Run 1, track usage over the die:
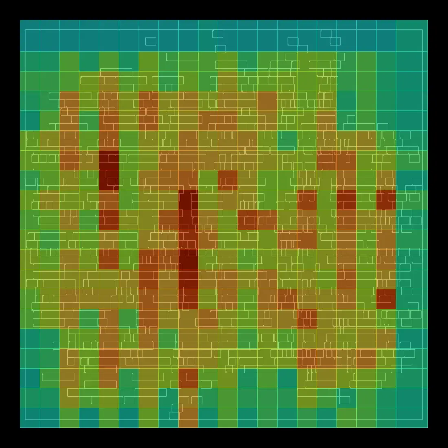
Run 1, clock wires, drivers and flops:
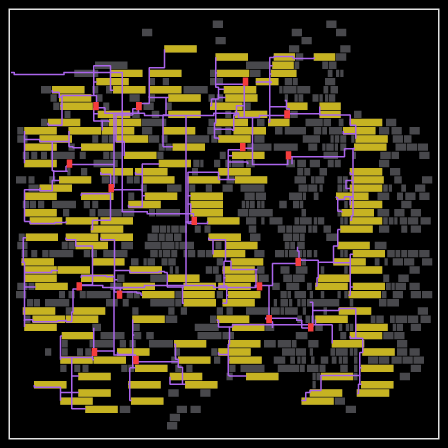
Run 1, cell density map:
14 x 14 tiles, from dark blue (low) to red (high), 0 to 100% covered.
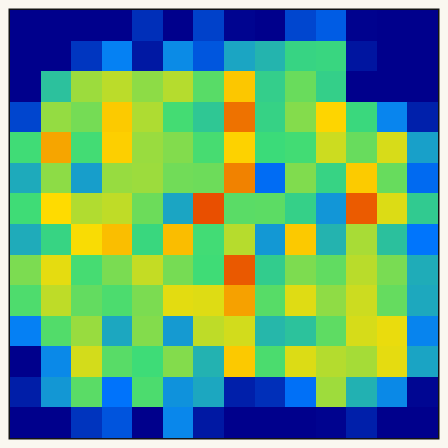
<file path="config.mk">
export PLATFORM = sky130hd
export DESIGN_NAME = seq_reg_sequencer_flat
export DESIGN_NICKNAME = d
export VERILOG_FILES = /design/src/rtl/seq_pkg.sv /design/src/rtl/seq_reg_sequencer_if.sv /design/src/rtl/seq_prog_mem.sv /design/src/rtl/seq_reg_sequencer.sv /design/src/flat_wrapper.sv
export SDC_FILE = /design/constraint.sdc
export NUM_CORES = 1
export LEC_CHECK = 0
export CAP_MARGIN = 20
export CORE_MARGIN = 1.5
export CORE_UTILIZATION = 40
export CTS_BUF_LIST = sky130_fd_sc_hd__clkbuf_2
export DETAILED_ROUTE_END_ITERATION = 8
export PLACE_DENSITY_LB_ADDON = 0.25
export SYNTH_ARGS = -nofsm -noshare
export SYNTH_HDL_FRONTEND = slang
export SYNTH_SLANG_ARGS = --single-unit
</file>
<file path="constraint.sdc">
create_clock -name clk -period 4.6 [get_ports clk]
set_input_delay 1.15 -clock clk [delete_from_list [all_inputs] [get_ports clk]]
set_output_delay 1.15 -clock clk [all_outputs]
set_load 0.02 [all_outputs]
</file>
<file path="src/rtl/seq_pkg.sv">
// Shared definitions for the register micro-sequencer: instruction fields,
// opcodes and controller states.
package seq_pkg;

    localparam int INSTR_W = 16;
    localparam logic [INSTR_W-1:0] HALT_WORD = 16'hFFFF;

    localparam int OP_HI  = 15;
    localparam int OP_LO  = 14;
    localparam int DST_HI = 13;
    localparam int DST_LO = 12;
    localparam int SRC_HI = 11;
    localparam int SRC_LO = 10;
    localparam int RSV_HI = 9;
    localparam int RSV_LO = 8;
    localparam int IMM_HI = 7;
    localparam int IMM_LO = 0;

    typedef enum logic [1:0] {
        OP_LOADI = 2'b00,
        OP_ADD   = 2'b01,
        OP_ADDI  = 2'b10,
        OP_HALT  = 2'b11
    } op_t;

    typedef enum logic [1:0] {
        ST_IDLE = 2'd0,
        ST_RUN  = 2'd1,
        ST_DONE = 2'd2
    } state_t;

endpackage

</file>
<file path="src/rtl/seq_reg_sequencer_if.sv">
// Control, program-load and result bundle of the register micro-sequencer.
interface seq_reg_sequencer_if #(
    parameter int AW = 3,
    parameter int DW = 8
);
    import seq_pkg::*;

    logic                start;
    logic                prog_we;
    logic [AW-1:0]       prog_addr;
    logic [INSTR_W-1:0]  prog_data;
    logic [DW-1:0]       a;
    logic [DW-1:0]       b;
    logic [DW-1:0]       c;
    logic [DW-1:0]       d;
    logic [AW-1:0]       pc;
    logic                busy;
    logic                done;

    modport master (
        output start, prog_we, prog_addr, prog_data,
        input  a, b, c, d, pc, busy, done
    );

    modport slave (
        input  start, prog_we, prog_addr, prog_data,
        output a, b, c, d, pc, busy, done
    );

endinterface

</file>
<file path="src/rtl/seq_prog_mem.sv">
// Program store: register array with synchronous write, combinational read
// and every entry reset to HALT.
module seq_prog_mem
    import seq_pkg::*;
#(
    parameter int DEPTH = 8,
    parameter int AW    = 3
) (
    input  logic               clk,
    input  logic               rst,
    input  logic               we,
    input  logic [AW-1:0]      waddr,
    input  logic [INSTR_W-1:0] wdata,
    input  logic [AW-1:0]      raddr,
    output logic [INSTR_W-1:0] rdata
);

    logic [INSTR_W-1:0] mem [DEPTH];

    always_ff @(posedge clk) begin
        if (!rst) begin
            for (int i = 0; i < DEPTH; i++) begin
                mem[i] <= HALT_WORD;
            end
        end else if (we) begin
            mem[waddr] <= wdata;
        end
    end

    assign rdata = mem[raddr];

endmodule

</file>
<file path="src/rtl/seq_reg_sequencer.sv">
// Micro-sequencer: runs a small loaded program one instruction per cycle,
// sharing one adder/write port across the four result registers.
module seq_reg_sequencer
    import seq_pkg::*;
#(
    parameter int DEPTH = 8,
    parameter int AW    = 3,
    parameter int DW    = 8
) (
    input  logic                clk,
    input  logic                rst,
    seq_reg_sequencer_if.slave  bus
);

    state_t             state;
    logic [AW-1:0]      pc_q;
    logic               busy_q;
    logic               done_q;
    logic [DW-1:0]      regs [4];

    logic [INSTR_W-1:0] instr;
    op_t                op;
    logic [1:0]         dst;
    logic [1:0]         src;
    logic [DW-1:0]      imm;
    logic [DW-1:0]      dst_val;
    logic [DW-1:0]      src_val;
    logic [DW-1:0]      add_a;
    logic [DW-1:0]      add_b;
    logic [DW-1:0]      result;
    logic               mem_we;
    logic               unused_rsvd;

    // The store only accepts writes while no program is executing.
    assign mem_we = bus.prog_we && (state != ST_RUN);

    seq_prog_mem #(
        .DEPTH (DEPTH),
        .AW    (AW)
    ) u_prog_mem (
        .clk   (clk),
        .rst   (rst),
        .we    (mem_we),
        .waddr (bus.prog_addr),
        .wdata (bus.prog_data),
        .raddr (pc_q),
        .rdata (instr)
    );

    assign op          = op_t'(instr[OP_HI:OP_LO]);
    assign dst         = instr[DST_HI:DST_LO];
    assign src         = instr[SRC_HI:SRC_LO];
    assign imm         = DW'(instr[IMM_HI:IMM_LO]);
    assign unused_rsvd = ^instr[RSV_HI:RSV_LO];
    assign dst_val     = regs[dst];
    assign src_val     = regs[src];

    // ADD sums dst+src, ADDI sums src+imm; both go through the same adder.
    always_comb begin
        add_a = src_val;
        add_b = imm;
        if (op == OP_ADD) begin
            add_a = dst_val;
            add_b = src_val;
        end
        result = (op == OP_LOADI) ? imm : add_a + add_b;
    end

    always_ff @(posedge clk) begin
        if (!rst) begin
            state  <= ST_IDLE;
            pc_q   <= '0;
            busy_q <= 1'b0;
            done_q <= 1'b0;
            for (int i = 0; i < 4; i++) begin
                regs[i] <= '0;
            end
        end else begin
            case (state)
                ST_IDLE, ST_DONE: begin
                    if (bus.start) begin
                        state  <= ST_RUN;
                        pc_q   <= '0;
                        busy_q <= 1'b1;
                        done_q <= 1'b0;
                    end
                end
                ST_RUN: begin
                    if (op == OP_HALT) begin
                        state  <= ST_DONE;
                        busy_q <= 1'b0;
                        done_q <= 1'b1;
                    end else begin
                        regs[dst] <= result;
                        // The last entry finishes the run; pc is held, never wrapped.
                        if (pc_q == AW'(DEPTH - 1)) begin
                            state  <= ST_DONE;
                            busy_q <= 1'b0;
                            done_q <= 1'b1;
                        end else begin
                            pc_q <= pc_q + 1'b1;
                        end
                    end
                end
                default: begin
                    state  <= ST_IDLE;
                    busy_q <= 1'b0;
                    done_q <= 1'b0;
                end
            endcase
        end
    end

    assign bus.a    = regs[0];
    assign bus.b    = regs[1];
    assign bus.c    = regs[2];
    assign bus.d    = regs[3];
    assign bus.pc   = pc_q;
    assign bus.busy = busy_q;
    assign bus.done = done_q;

endmodule

</file>
<file path="src/flat_wrapper.sv">
// flat-port wrapper written by rule: the top's interface ports become plain ports
module seq_reg_sequencer_flat import seq_pkg::*;
#(
    parameter int DEPTH = 8,
    parameter int AW    = 3,
    parameter int DW    = 8
)
  (clk, rst, bus_start, bus_prog_we, bus_prog_addr, bus_prog_data, bus_a, bus_b, bus_c, bus_d, bus_pc, bus_busy, bus_done);
  seq_reg_sequencer_if #(.AW(AW), .DW(DW)) bus_i ();
  input  logic clk;
  input  logic rst;
  input wire logic [$bits(bus_i.start)-1:0] bus_start;
  input wire logic [$bits(bus_i.prog_we)-1:0] bus_prog_we;
  input wire logic [$bits(bus_i.prog_addr)-1:0] bus_prog_addr;
  input wire logic [$bits(bus_i.prog_data)-1:0] bus_prog_data;
  output wire logic [$bits(bus_i.a)-1:0] bus_a;
  output wire logic [$bits(bus_i.b)-1:0] bus_b;
  output wire logic [$bits(bus_i.c)-1:0] bus_c;
  output wire logic [$bits(bus_i.d)-1:0] bus_d;
  output wire logic [$bits(bus_i.pc)-1:0] bus_pc;
  output wire logic [$bits(bus_i.busy)-1:0] bus_busy;
  output wire logic [$bits(bus_i.done)-1:0] bus_done;
  assign bus_i.start = bus_start;
  assign bus_i.prog_we = bus_prog_we;
  assign bus_i.prog_addr = bus_prog_addr;
  assign bus_i.prog_data = bus_prog_data;
  assign bus_a = bus_i.a;
  assign bus_b = bus_i.b;
  assign bus_c = bus_i.c;
  assign bus_d = bus_i.d;
  assign bus_pc = bus_i.pc;
  assign bus_busy = bus_i.busy;
  assign bus_done = bus_i.done;
  seq_reg_sequencer #(.DEPTH(DEPTH), .AW(AW), .DW(DW)) u_core (.clk(clk), .rst(rst), .bus(bus_i));
endmodule
</file>
==> changes_impl.md, run 1 <==
## Flow update

* Post-CTS Resized at 0
* Die area at 20,200 sq um
* Post-synth top area share at 0.559
* Ant diodes at 0
* Seq area share at 0.502
* Largest cell class by area: flip-flops and latches
* XOR Share, Synth at 0.00792
* Post-CTS Hold Buffers at 0
* Fill cells at 1,703
* Leakage at 2.62 nW
* Crit path top cell by count: a21oi_1
* Register area at 4510 sq um
* Clk_lat worst skew at 0.75 ns
* Post-synthesis simple-gate area fraction at 0.165
* Pwr Density at 293 nW/um^2
* CP endpoint kind: register
* Status: complete, no violations
* Cell Area, Synth at 7740 sq um
* P_clk at 739 uW
* Port bufs at 57
* H-tree depth at 4
* #FFs+latches synth at 153
* Post-route DRC at 0
* Crit-path slowest cell: mux4_2
* CP delay by family, top: multiplexers
* WL final at 17,600 um
* Std cell rows at 50
* NetSw at 698 uW
* Area grow syn2layout at 16.2%
## Picture notes: 'track usage over the die'
GR Util All Layers: 0.185
met2 Usage GRT: 0.328
met1 Use GR: 0.233

## Picture notes: 'clock wires, drivers and flops'
clock wires: in purple, length 1,750 um. flip-flops: in yellow, count 153. clock drivers: in red, count 17.
Position of the flops: widely spread.

## Picture notes: 'cell density map'
The emptiest ninth of the die: top right. 9.2% of the tiles are over 75% full. 15% of the tiles are nearly empty. The fullest tile reaches 91%.

[run 1: flip-flops by register name, summed over array words and instances (netlist names), named ones only]
register and cells:
u_core.regs 32, u_core.bus.pc 3, u_core.u_prog_mem.mem 112, u_core.bus.busy 1, u_core.state 2
[run 1: layer usage]
layer / part of all wire / up-vias / GRT usage / wire, um
met1: 0.43 / 2365 / 0.233 / 7520
li1: - / 2277 / - / -
met4: 0.011 / 0 / 0.0472 / 186
met2: 0.52 / 127 / 0.328 / 9080
met3: 0.047 / 17 / 0.0353 / 832
met5: 0 / - / 0 / 0
[run 1: layout by cell type, fill, tap and decap left out, types with 11 or more instances in the layout]
master	synthesis	final
mux2_2	22	22
nand2b_1	78	78
o21ai_0	19	19
edfxtp_1	144	144
mux2i_1	38	36
or2_2	42	42
mux4_2	25	25
clkdlybuf4s50_1	0	57
nor2_1	33	33
clkbuf_2	0	17
a21oi_1	14	11
nand2_1	31	31
buf_4	1	24
[run 1: worst paths after layout]
path	start	depth (start not counted)	slack (ns)	to
worst max-delay path	register	14	0.34	u_core.regs[2][7]$_SDFFCE_PN0P_
worst min-delay path	u_core.bus.pc[1]$_SDFFE_PN0P_	2	0.54	register
worst max register to register	register	14	0.34	u_core.regs[2][7]$_SDFFCE_PN0P_
worst min register to register	u_core.bus.pc[1]$_SDFFE_PN0P_	2	0.54	register
[run 1: per-stage QoR]
step / worst slack [ns] / hold WS [ns] / cell area, sq um / power, mW / utilization
finish: 0.345 / 0.542 / 8990 / 2.64 / 0.477
global route: 0.0854 / 0.565 / 8990 / 2.74 / 0.477
CTS: 0.0787 / 0.548 / 8950 / 2.65 / 0.476
detailed placement: 0.137 / 0.515 / 8710 / 1.92 / 0.463
global placement: 0.188 / 0.515 / 8710 / 1.91 / 0.463
floorplan: 0.507 / 0.581 / 7740 / 1.80 / -
==> run 2: changes to the inputs <==
- CAP_MARGIN: 20 -> unset
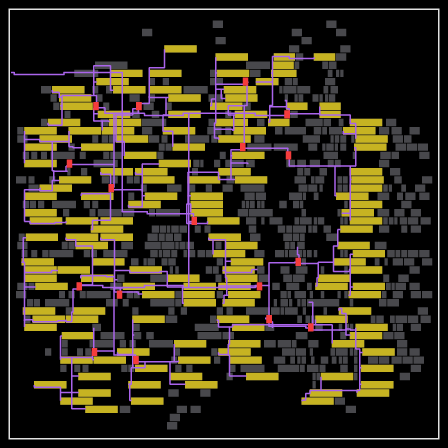
Run 2: clock wires, drivers and flops
clock drivers: in red, count 17. flip-flops: in yellow, count 153. clock wires: in purple, length 1,740 um.
Position of the flops: widely spread.

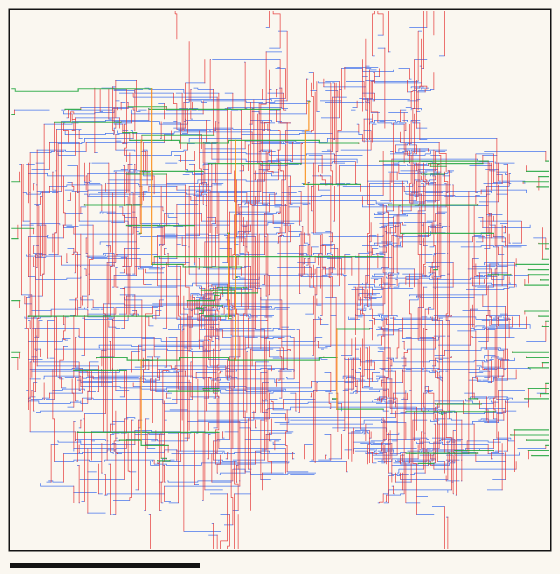
Run 2: wiring by layer
Bar = 50 um.
metal 2: in red, wire length 8,950 um. metal 4: in orange, wire length 216 um. metal 1: in blue, wire length 7,420 um. metal 3: in green, wire length 965 um.

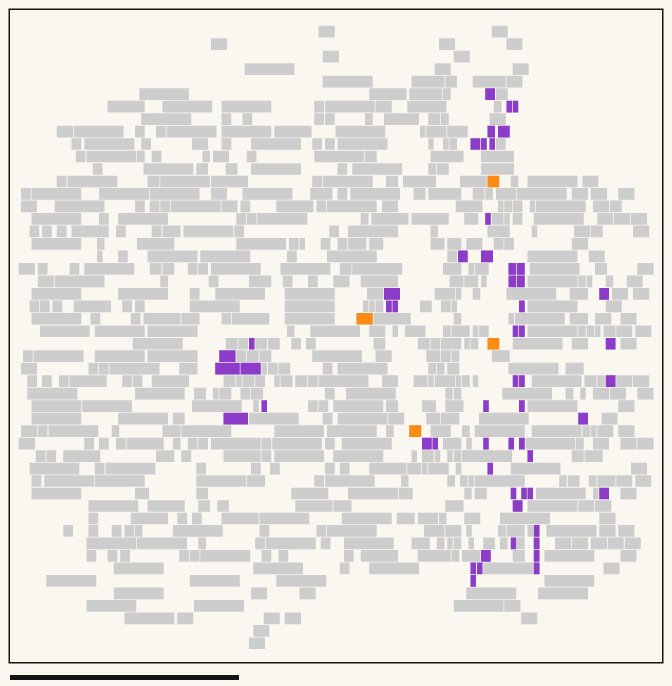
Run 2: gate families picked out
Bar = 50 um.
non-inverting ao/oa cells: in orange, cells 4. nor cells: in purple, cells 56.

==> changes_impl.md, run 2 <==
## Flow update

* Met1 WL at 7420 um (-1.3%)
* Top reg by flops: u_core.u_prog_mem.mem
* Post-CTS Resized at 0 (unchanged)
* Clk_lat worst skew at 0.75 ns (about the same)
* WL final at 17,600 um (-0.37%)
* Pre-CTS setup slack at 0.137 ns (unchanged)
* Port bufs at 57 (unchanged)
* Area grow syn2layout at 16.1% (about the same)
* Pwr Density at 293 nW/um^2 (about the same)
* Met3 Use GR at 0.0353 (unchanged)
* Met2 WL at 8950 um (-1.4%)
* WL met3 at 964 um (+16%)
* NetSw at 698 uW (about the same)
* Std cell rows at 50 (unchanged)
* Max reg flops at 112 (unchanged)
* Post-CTS Hold Buffers at 0 (unchanged)
* GR Util All Layers at 0.185 (unchanged)
* Crit-path slowest cell: mux4_2
* Die area at 20,200 sq um (unchanged)
* Status: complete, no violations
[run 2: cell types whose count changed in the layout (fill, tap and decap cells not counted)]
cell / change
clkbuf_4: -1
[run 2: worst paths after layout]
| check | cells after the start | startpoint | endpoint | slack [ns] |
|---|---|---|---|---|
| worst max-delay path | 14 | register | u_core.regs[2][7]$_SDFFCE_PN0P_ | 0.36 |
| worst min register to register | 2 | u_core.bus.pc[1]$_SDFFE_PN0P_ | register | 0.54 |
| worst max register to register | 14 | register | u_core.regs[2][7]$_SDFFCE_PN0P_ | 0.36 |
| worst min-delay path | 2 | u_core.bus.pc[1]$_SDFFE_PN0P_ | register | 0.54 |
[run 2: kinds of logic (layout without fill, tap and decap cells)]
kind of cell | after synthesis | count (layout) | share of synthesized area
and+or+nand+nor | 227 | 227 | 0.165
adders and majority gates | 10 | 10 | 0.0171
buffers and inverters | 41 | 125 | 0.0272
AOI/OAI and AO/OA | 56 | 56 | 0.0440
xor gates and xnor gates | 7 | 7 | 0.00792
DFF | 153 | 153 | 0.582
muxes | 86 | 86 | 0.157
[run 2: layout make-up]
class	instances	area, sq um
inverters	10	37.5
fillers	1704	9850
well taps	260	325
repair buffers	83	782
clock inverters	15	155
clock buffers	17	85.1
flip-flops and latches	153	4510
multi-input cells	386	3090
[run 2: metrics by stage]
step	power (mW)	hold WS, ns	area, sq um
2_1_floorplan	1.80	0.581	7740
5_1_grt	2.74	0.565	8980
3_3_place_gp	1.91	0.515	8710
4_1_cts	2.65	0.548	8950
3_5_place_dp	1.92	0.515	8710
6_report	2.63	0.542	8980
[run 2: power groups by stage]
stage,Sequential [mW],Combinational (mW),Clock [mW]
floorplan,1.61,0.185,0
global placement,1.60,0.311,0
detailed placement,1.60,0.319,0
CTS,1.57,0.321,0.754
global route,1.58,0.356,0.807
finish,1.57,0.324,0.739
==> run 3: changes to the inputs <==
- TNS_END_PERCENT: unset -> 20
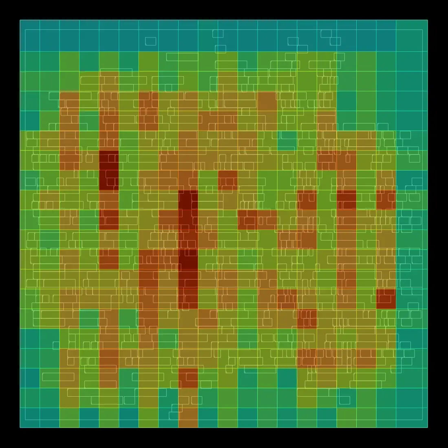
Run 3: track usage over the die
gr busiest metal: met2
met3 Use GR: 0.0353

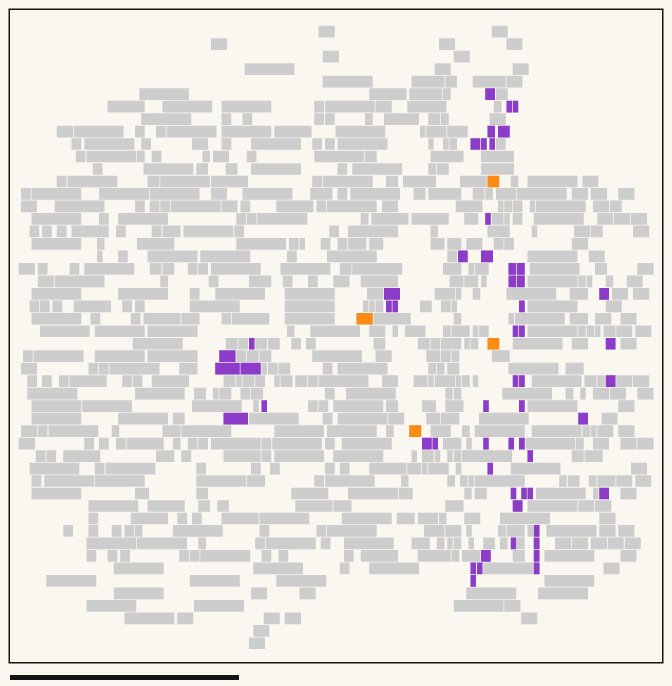
Run 3: gate families picked out
Bar = 50 um.
nor cells: in purple, cells 56. non-inverting ao/oa cells: in orange, cells 4.

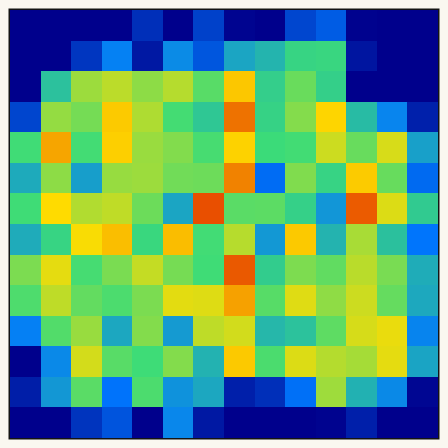
Run 3: cell density map
14 x 14 tiles, from dark blue (low) to red (high), 0 to 100% covered.
The emptiest ninth of the die: top right. 9.2% of the tiles are over 75% full. The mean over all tiles is 43%. The fullest tile reaches 91%. 15% of the tiles are nearly empty.

==> changes_impl.md, run 3 <==
## Flow update

* Crit-path slowest cell: mux4_2
* H-tree depth at 4
* Fin area at 8980 sq um (unchanged)
* Post-CTS Hold Buffers at 0 (unchanged)
* Leakage at 2.61 nW
* GR Util All Layers at 0.185 (unchanged)
* Clk_lat worst skew at 0.75 ns (about the same)
* Pwr Total at 2.63 mW (unchanged)
* Register area at 4510 sq um (unchanged)
* Std cell rows at 50 (unchanged)
* Top reg by flops: u_core.u_prog_mem.mem
* Pwr Density at 293 nW/um^2 (unchanged)
* Antenna Nets Post-Route at 0
* #FFs+latches synth at 153
* Pre-CTS setup slack at 0.137 ns (unchanged)
* Die Wd at 142 um
* Crit path kind: reg -> reg
* Fill cells at 1,704 (unchanged)
* Max reg flops at 112 (unchanged)
* Dpl cell area at 8710 sq um (unchanged)
* Post-synth top area share at 0.559
* Final core occ at 0.477
* Port bufs at 57 (unchanged)
* Status: complete, no violations
* Area grow syn2layout at 16.1% (unchanged)
* Layout net count at 684
* RePlAce Congestion at 0.775
* WL final at 17,600 um (unchanged)
* Gr ovfl total at 0
* DR iter-0 viols at 332
* Worst Hold Class: reg -> reg
* Die area at 20,200 sq um (unchanged)
* Hold_ws at 0.542 ns (unchanged)
* Logic area at 3090 sq um (unchanged)
* Core Box Area at 18,800 sq um
* Ys Warns at 0
* Syn_nets at 613
==> run 3: cell counts in the layout (fill, tap and decap cells not counted) <==
No cell type changed its count.
==> run 3: cells by family (layout without fill, tap and decap cells) <==
kind of cell,count (synthesis),after routing,synth area share
DFF,153,153,0.582
AOI/OAI and AO/OA,56,56,0.0440
and+or+nand+nor,227,227,0.165
xor gates and xnor gates,7,7,0.00792
buffers and inverters,41,125,0.0272
adders and majority gates,10,10,0.0171
muxes,86,86,0.157
==> run 3: layout make-up <==
| class | instances | share of cell area |
|---|---|---|
| Sequential cell | 153 | 0.502 |
| Clock buffer | 17 | 0.00947 |
| Multi-Input combinational cell | 386 | 0.344 |
| Clock inverter | 15 | 0.0173 |
| Tap cell | 260 | 0.0362 |
| Timing Repair Buffer | 83 | 0.0871 |
| Inverter | 10 | 0.00418 |
==> run 3: worst paths after layout <==
path / slack, ns / to / cells past startpoint / start
min reg2reg: 0.54 / register / 2 / u_core.bus.pc[1]$_SDFFE_PN0P_
min: 0.54 / register / 2 / u_core.bus.pc[1]$_SDFFE_PN0P_
max: 0.36 / u_core.regs[2][7]$_SDFFCE_PN0P_ / 14 / register
max reg2reg: 0.36 / u_core.regs[2][7]$_SDFFCE_PN0P_ / 14 / register
==> run 3: metal layers <==
layer,vias to the layer above,GRT usage,part of all wire
met5,-,0,0
met4,0,0.0472,0.012
met3,19,0.0353,0.055
met2,145,0.328,0.51
met1,2365,0.233,0.42
li1,2271,-,-
==> run 3: report_power, final <==
group          internal (mW)  switching [mW]  total [mW]
Clock                  0.246           0.493       0.739
Sequential              1.55          0.0187        1.57
Combinational          0.138           0.186       0.324
==> run 3: repair_timing <==
item                                    4_1_cts  5_1_grt
endpoints found under the setup margin        0        8
setup buffers                                 0        0
resized                                       0        7
hold endpoints to repair                      0        0
No activity file was given, so power comes from the tool's default toggle rates.
